File: config.mk
export PLATFORM = sky130hd
export DESIGN_NAME = tsbus_drv_ctrl
export DESIGN_NICKNAME = d
export VERILOG_FILES = /design/src/rtl/tsbus_drv_ctrl.sv
export SDC_FILE = /design/constraint.sdc
export NUM_CORES = 1
export LEC_CHECK = 0
export ABC_AREA = 1
export CAP_MARGIN = 15
export CORE_ASPECT_RATIO = 1.5
export CORE_MARGIN = 4
export CORE_UTILIZATION = 35
export DETAILED_ROUTE_END_ITERATION = 10
export GPL_TIMING_DRIVEN = 0
export PLACE_DENSITY = 0.66
export SLEW_MARGIN = 30
export SYNTH_ARGS = -nofsm -noshare
export SYNTH_HDL_FRONTEND = slang
export SYNTH_SLANG_ARGS = --single-unit
File: constraint.sdc
create_clock -name clk -period 2.7 [get_ports clk]
set_input_delay 0.675 -clock clk [delete_from_list [all_inputs] [get_ports clk]]
set_output_delay 0.675 -clock clk [all_outputs]
set_load 0.02 [all_outputs]
File: src/rtl/tsbus_drv_ctrl.sv
// Sequencer for a notif1 tristate inverter bank driving a shared bus line:
// data setup, enable hold window, readback check at drive end, then a release gap.
module tsbus_drv_ctrl #(
    parameter int WIDTH    = 8,
    parameter int HOLD_CYC = 4,
    parameter int GAP_CYC  = 2
) (
    input  logic             clk,
    input  logic             rst,
    input  logic             req,
    input  logic [WIDTH-1:0] wdata,
    input  logic [WIDTH-1:0] bus_in,
    output logic [WIDTH-1:0] drv_in,
    output logic             drv_en,
    output logic             busy,
    output logic             ack,
    output logic             err
);

    localparam int CMAX = (HOLD_CYC > GAP_CYC) ? HOLD_CYC : GAP_CYC;
    localparam int CW   = $clog2((CMAX > 2) ? CMAX : 2);
    localparam logic [CW-1:0] HOLD_LD = CW'(HOLD_CYC - 1);
    localparam logic [CW-1:0] GAP_LD  = CW'((GAP_CYC > 0) ? GAP_CYC - 1 : 0);

    typedef enum logic [1:0] {
        S_IDLE,
        S_SETUP,
        S_DRIVE,
        S_GAP
    } state_t;

    state_t           state_q, state_d;
    logic [CW-1:0]    cnt_q, cnt_d;
    logic [WIDTH-1:0] data_q, data_d;
    logic [WIDTH-1:0] drv_in_q, drv_in_d;
    logic             drv_en_q, drv_en_d;
    logic             busy_q, busy_d;
    logic             ack_q, ack_d;
    logic             err_q, err_d;

    always_comb begin
        state_d  = state_q;
        cnt_d    = cnt_q;
        data_d   = data_q;
        drv_in_d = drv_in_q;
        drv_en_d = drv_en_q;
        busy_d   = busy_q;
        ack_d    = 1'b0;
        err_d    = 1'b0;
        case (state_q)
            S_IDLE: begin
                if (req) begin
                    data_d   = wdata;
                    drv_in_d = ~wdata;
                    busy_d   = 1'b1;
                    state_d  = S_SETUP;
                end
            end
            S_SETUP: begin
                drv_en_d = 1'b1;
                cnt_d    = HOLD_LD;
                state_d  = S_DRIVE;
            end
            S_DRIVE: begin
                if (cnt_q == '0) begin
                    // Readback is taken on the same edge the enable drops.
                    drv_en_d = 1'b0;
                    ack_d    = 1'b1;
                    err_d    = (bus_in != data_q);
                    if (GAP_CYC > 0) begin
                        cnt_d   = GAP_LD;
                        state_d = S_GAP;
                    end else begin
                        busy_d  = 1'b0;
                        state_d = S_IDLE;
                    end
                end else begin
                    cnt_d = cnt_q - CW'(1);
                end
            end
            S_GAP: begin
                if (cnt_q == '0) begin
                    busy_d  = 1'b0;
                    state_d = S_IDLE;
                end else begin
                    cnt_d = cnt_q - CW'(1);
                end
            end
            default: state_d = S_IDLE;
        endcase
    end

    // Async reset clears drv_en without a clock so the bus is released at once.
    always_ff @(posedge clk or posedge rst) begin
        if (rst) begin
            state_q  <= S_IDLE;
            cnt_q    <= '0;
            data_q   <= '0;
            drv_in_q <= '0;
            drv_en_q <= 1'b0;
            busy_q   <= 1'b0;
            ack_q    <= 1'b0;
            err_q    <= 1'b0;
        end else begin
            state_q  <= state_d;
            cnt_q    <= cnt_d;
            data_q   <= data_d;
            drv_in_q <= drv_in_d;
            drv_en_q <= drv_en_d;
            busy_q   <= busy_d;
            ack_q    <= ack_d;
            err_q    <= err_d;
        end
    end

    assign drv_in = drv_in_q;
    assign drv_en = drv_en_q;
    assign busy   = busy_q;
    assign ack    = ack_q;
    assign err    = err_q;

endmodule

Fig. 1: run 1, PDN straps and rails
Bar = 20 microns. Pins as bars on the die edge. Tap cells in grey.
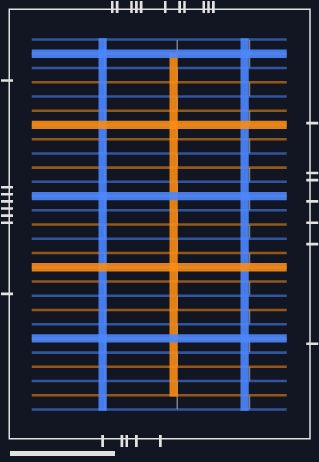
Blue stands for VSS. Orange stands for VDD.
31 signal pins sit on the boundary. 5 straps on met5. 3 straps on met4.
Core Region: 0.003448 sq mm
VDD IR max: 0.4726 mV
die width: 57.21 microns
die height: 81.81 microns

Fig. 2: run 1, placement by cell class
Bar = 20 microns.
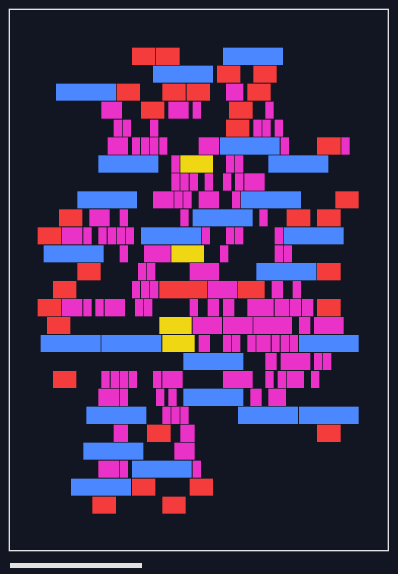
Magenta stands for all other logic, cells 118, share of their area 39%. Blue stands for flip-flops, cells 24, share of their area 37%. Yellow stands for clock drivers and dummy loads, cells 4, share of their area 3.4%. Red stands for other buffers and delay cells, cells 32, share of their area 20%.
post-layout util: 48.69%
Seq/total area: 35.77%
Cell Rows: 26
post-route cell area: 0.001679 sq mm

Fig. 3: run 1, routed clock nets over the placement
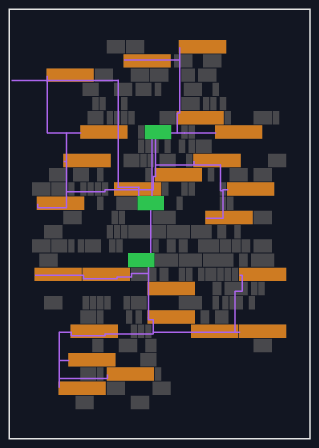
Orange stands for flip-flops, count 24. Purple stands for clock wires, length 322 microns. Green stands for cells driving clock nets, count 3.
There are 4 routed clock nets.
clock share of power: 13.6%
Clock group: 0.244 mW
later-pin clock latency in the skew report: 270 ps
Post-Route Skew: 4.478 ps

-- run 1: cell usage after synthesis (all sizes together) --
master / n / share of area, %
nand2: 48 / 15
inv: 27 / 8.6
dfrtp: 24 / 47
o21ai: 21 / 13
nor2: 8 / 2.6
ha: 7 / 6.9
a21oi: 3 / 2.1
buf: 2 / 2.5
nand3: 1 / 0.39
o211ai: 1 / 0.59
o21a: 1 / 0.59
o31ai: 1 / 0.59
-- run 1: cell families (layout without fill, tap and decap cells) --
kind of cell,Yosys count,in the layout
AND-OR/OR-AND,27,27
adder cells (fa/ha/maj),7,7
buffers and inverters,29,63
flip-flops,24,24
AND/OR/NAND/NOR,57,57
-- run 1: power by group through the flow --
stage	combinational (mW)	sequential, mW	clock (mW)
2_1_floorplan	0.566	0.698	0
3_3_place_gp	0.916	0.611	0
3_5_place_dp	0.955	0.620	0
4_1_cts	0.960	0.612	0.254
5_1_grt	1.05	0.636	0.270
6_report	0.940	0.610	0.244
-- run 1: worst paths after layout --
check	from	endpoint	slack, ps	cells past startpoint
min in group asynchronous	rst	err$_DFF_PP0_	750	2
min reg2reg	drv_in[0]$_DFFE_PP0P_	drv_in[0]$_DFFE_PP0P_	480	2
max reg2reg	state_q[1]$_DFFE_PP0P_	data_q[0]$_DFFE_PP0P_	1330	7
max	drv_in[5]$_DFFE_PP0P_	drv_in[5]	790	1
max in group asynchronous	rst	data_q[4]$_DFFE_PP0P_	1600	2
min	drv_in[0]$_DFFE_PP0P_	drv_in[0]$_DFFE_PP0P_	480	2
-- run 1: worst reg2reg max path, cell delays in order, from the launching register on --
cell     delay (ps)
dfrtp_1         410
inv_1           130
ha_1            260
nand2_4         140
inv_8           110
buf_12          140
nand2_2          60
o21ai_2          60
==> results.txt, run 1 <==
fresh numbers from the pnr run: Crit-path slowest cell=clkdlybuf4s50_1, clock buffer count=4, yosys cell count=144, largest non-sequential cell family by area=simple AND/OR/NAND/NOR gates, layout cell share with drive strength beyond 1=16.85%, Critical Path Source Type=flop, Max clock buf depth=2, relative slew slack=65.80%, Syn Inst Count=144, tap cells=42, dpl cell area=0.001624 sq mm, status=completed, slew at the pin closest to its max-slew limit=512.3 ps, MI comb cells=91, Fill cells=349, global-route wire length before repair=4540 microns, WS Path Type=flop to primary output, Largest cell class=sequential cells, Fin. Hold Viols=0, Synthesized registers=24, critical path capture point type=primary output, Top cell excl fill/tap=nand2_1, WP data required=2030 ps, Distinct lib cells used=21, combinational share of cell area=31.59%, Multi-input gate area=530.5 sq um, Hold WC Path Type=flop to flop, average size of a mapped cell=8.828 sq um, min Tclk post-route=1908 ps, sequential cell area=600.6 sq um, Diodes inserted=0, post-route ant nets=0, Log Warnings=31, period utilisation layout=70.67%, Post-Route M1 WL=1051 microns, RePlAce Congestion=0.7045, final-stage net count=205, Placed Cells=216, number of CTS-inserted buffers=3, cts hold-fix bufs=0, AO/OA Area Share=16.54%, worst-path cell chain=clkdlybuf4s50_1, metal2 WL=1384 microns, FP Util=36.87%, Chip Area=0.004680 sq mm, Plain + repair buffers=32, routed via count=1010, final setup fails=0, Area Overhead vs Synth=32.09%, met3 Usage GRT=2.516%, Yosys Chip Area=0.001271 sq mm, Finished Layout Cells=220, final-layout non-clock buffer area share=19.75%, CP delay by family, top=buffers and inverters, Final Worst Setup Slack=792.0 ps, final WL=2580 microns, CP peak stage delay=610 ps, cell-internal power=1.067 mW, CTS sink count=24, GR peak layer=met2, Post-Synth XOR/XNOR Area=0%, mux frac, synth=0%, Synth Area in Simple Gates=18.31%, RSZ-0062 raised after global routing=false, Synth warnings=0, Post-Synth Adder-Cell Area=6.890%, DP Worst Slack=806.6 ps, initial antenna violation count=0, Crit path arrival time=1230 ps, Avg WL per Cell=11.73 microns, PortBufs=30, count of non-CTS inverters in the layout=27, Slew Viols, Final=0, largest net degree at the start of global routing=25, Post-CTS Resized=0, power per standard cell area=1068 mW/mm^2, Top Layout Cells=nand2_1 (44), clkdlybuf4s50_1 (30), inv_1 (24), dfrtp_1 (24), o21ai_2 (15), Power, Total=1.794 mW, Synthesized Nets=170, Post-synth seq share=47.24%, Net Sw Power=0.7267 mW, Via density=4.591, MaxCap Viol Count=0, setup TNS=0 ps, DRC violation count after routing=0, H-tree depth=1, met1 usage=14.13%, Crit path buffers/inverters=1, CTS clk-pin slew, worst paths=90 ps, post-CTS setup buffers=0, drt initial violations=26, DR WL met3=110 microns, registers=24, clk cell area share=3.279%, combinational power share=52.4%, FMAX=524.1 MHz, Critical Path Fanout Max=2, smallest hold slack=484.1 ps, iteration tally of the first detailed-router pass=4, Net Sw Frac=40.51%, post-synthesis instance area=0.001271 sq mm, GR Util All Layers=12.39%, Leak=0.8345 nW, total grt overflow=0, DR top layer=met4, Root Driver=clkbuf_8, sequential power share=34.0%, met2 usage=22.43%, CTS tree=built, vias in the first global route=1035, post-DP HPWL=2025 microns, # IOs=31
==> run 2, diff against run 1 <==
- PLACE_DENSITY: 0.66 -> 0.68
- clock period: 2.7 -> 1.6 ns (I/O delays scaled with it)
Fig. 4: run 2, PDN straps and rails
Bar = 20 microns. Pins as bars on the die edge. Tap cells in grey.
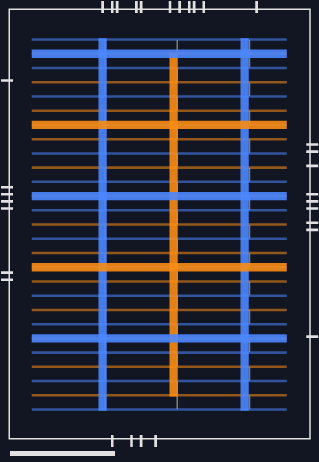
Orange stands for VDD. Blue stands for VSS.
42 tap cells. The core has 26 rows. 3 straps on met4. 31 signal pins sit on the boundary.
VDD IR max: 0.7398 mV

Fig. 5: run 2, placement by cell class
Bar = 20 microns.
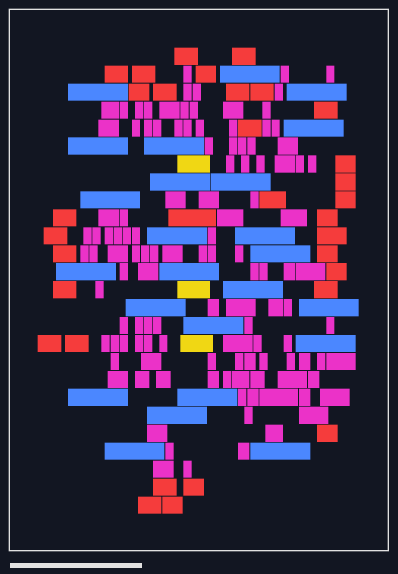
Blue stands for flip-flops, cells 24, share of their area 38%. Red stands for other buffers and delay cells, cells 32, share of their area 20%. Magenta stands for all other logic, cells 118, share of their area 40%. Yellow stands for cells driving clock nets, cells 3, share of their area 2.6%.
post-route cell area: 0.001654 sq mm
Seq/total area: 36.31%
post-layout util: 47.97%

==> run 2 against run 1 <==
Effect of this change:
- sequential power rose by 69%
- combinational power grew about 60%
- clock-buffer cell count shrank 1
- critical path type unchanged
- setup slack got worse by 570 ps
- wire length shrank 2.2%
- global-route usage is 0.50 points lower
- synthesized cell count unchanged
- synthesized area stayed put
- critical path depth did not move
- non-clock buffer count is the same
- sequential share of layout area is 0.54 points higher
- final cell count is 0.45% lower
==> results.txt, run 2 <==
fresh numbers from the pnr run: post-synthesis instance area=0.001271 sq mm (unchanged), Critical R2R Capture=state_q[0]$_DFFE_PP0P_, routed via count=981 (-2.9%), layout cell share with drive strength beyond 1=16.38% (-0.47 points), period utilisation layout=85.98%, Synth warnings=0 (unchanged), drt initial violations=13 (-50%), slew at the pin closest to its max-slew limit=505.9 ps (-6.368 ps), Chip Area=0.004680 sq mm (unchanged), GR Util All Layers=11.89% (-0.50 points), DRC violation count after routing=0 (unchanged), H-tree depth=1 (unchanged), RePlAce Congestion=0.7397 (+5.0%), setup TNS=0 ps (unchanged), initial antenna violation count=0 (unchanged), Crit-path slowest cell=dfrtp_1, Core Region=0.003448 sq mm (unchanged), Slew Viols, Final=0 (unchanged), Avg WL per Cell=11.52 microns (-1.8%), Via density=4.479 (-2.4%), final WL=2523 microns (-2.2%), Yosys top cell by instances=nand2_1, total grt overflow=0 (unchanged), CTS sink count=24 (unchanged), Power, Total=2.881 mW (+61%), yosys cell count=144 (unchanged), Post-Route Skew=2.040 ps (-2.438 ps), Hold WC Path Type=input pin to async pin, critical path startpoint=drv_in[4]$_DFFE_PP0P_, Leak=0.8657 nW (+3.7%), WS Path Type=flop to primary output, Post-synth top cells=nand2_1 (44), inv_1 (25), dfrtp_1 (24), o21ai_2 (15), post-route ant nets=0 (unchanged), Distinct lib cells used=21 (unchanged), cts hold-fix bufs=0 (unchanged), iteration tally of the first detailed-router pass=4 (unchanged), Cell Rows=26 (unchanged), Critical Path Sink=drv_in[4], vias in the first global route=997 (-3.7%), final-stage net count=205 (unchanged), PortBufs=30 (unchanged), global-route wire length before repair=4312 microns (-5.0%), GR peak layer=met2, DP Worst Slack=1.876 ps (-804.7 ps), dpl cell area=0.001624 sq mm (unchanged), r2r startpoint=state_q[0]$_DFFE_PP0P_, count of library flops with an enable pin=0 (unchanged), average size of a mapped cell=8.828 sq um (unchanged), met3 Usage GRT=2.044% (-0.47 points), met2 usage=20.94% (-1.5 points), Critical Path Source Type=flop, die width=57.21 microns (unchanged), met1 usage=13.92% (-0.21 points), worst-path cell chain=dlygate4sd2_1, number of CTS-inserted buffers=3 (unchanged), largest net degree at the start of global routing=25 (unchanged), Log Warnings=31 (unchanged), CP delay by family, top=flip-flops, post-DP HPWL=1983 microns (-2.1%), Crit path depth=1 (unchanged), CTS tree=built, final setup fails=0 (unchanged), MaxCap Viol Count=0 (unchanged), post-CTS setup buffers=0 (unchanged), Critical Path Fanout Max=2 (unchanged), Top Layout Cells=nand2_1 (44), inv_1 (24), dfrtp_1 (24), CP peak stage delay=390 ps (-220 ps), status=completed, Post-synth seq share=47.24% (unchanged), WP data required=1200 ps (-830 ps), Top-area cell share=47.24% (unchanged), sequential cell area=600.6 sq um (unchanged), RSZ-0062 raised after global routing=false, main flop type after synthesis=dfrtp_1, Multi-input gate area=530.5 sq um (unchanged), Diodes inserted=0 (unchanged), FMAX=726.9 MHz, Synthesized Nets=170 (unchanged), smallest hold slack=485.5 ps (+1.477 ps)
Fig. 6: run 2, placed standard cells
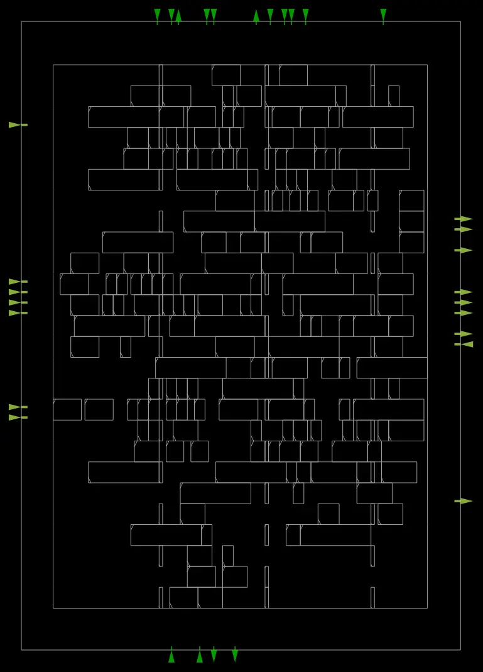
tap cells: 42
registers: 24
Finished Layout Cells: 219
Fill cells: 366

## run 2: routing by layer
metal	vias to the layer above	wire length, microns
met3	5	103
met2	19	1306
met4	0	51
li1	508	-
met5	-	0
met1	449	1062
## run 2: how the worst min path moves through the flow
stage,startpoint,endpoint,slack (ps),depth (start not counted)
6_report,rst,drv_in[3]$_DFFE_PP0P_,490,2
2_1_floorplan,rst,ack$_DFF_PP0_,410,1
3_5_place_dp,drv_in[7]$_DFFE_PP0P_,drv_in[7]$_DFFE_PP0P_,480,1
4_1_cts,drv_in[7]$_DFFE_PP0P_,drv_in[7]$_DFFE_PP0P_,490,1
3_3_place_gp,drv_in[1]$_DFFE_PP0P_,drv_in[1]$_DFFE_PP0P_,470,2
5_1_grt,drv_in[1]$_DFFE_PP0P_,drv_in[1]$_DFFE_PP0P_,520,2
## run 2: report_power, final
group | internal, mW | leakage, nW | switching [mW] | total [mW]
combinational | 0.611 | 0.553 | 0.885 | 1.50
clock | 0.168 | 0.0216 | 0.185 | 0.353
sequential | 0.886 | 0.291 | 0.146 | 1.03
total | 1.67 | 0.866 | 1.22 | 2.88
## run 2: cell type report
class / instances / area share (%)
well taps: 42 / 3.177
flip-flops and latches: 24 / 36.31
inverters: 27 / 6.581
clock buffers: 3 / 2.496
plain buffers: 2 / 1.891
repair buffers: 30 / 17.47
multi-input cells: 91 / 32.07
## run 2: cells by family (layout without fill, tap and decap cells)
logic type      count (synthesis)  after routing  share of synthesized area [%]
simple gates                   57             57                          18.31
buf+inv                        29             62                          11.02
flops                          24             24                          47.24
compound gates                 27             27                          16.54
fa+ha+maj                       7              7                          6.889
## run 2: worst register-to-register path, cell delays in order (launching register included)
cell     delay [ps]
dfrtp_1         410
inv_1           130
ha_1            270
inv_1            70
nor2_2          160
a21oi_4          60
o21ai_1          70
o21ai_1          80
No activity file was given, so power comes from the tool's default toggle rates.
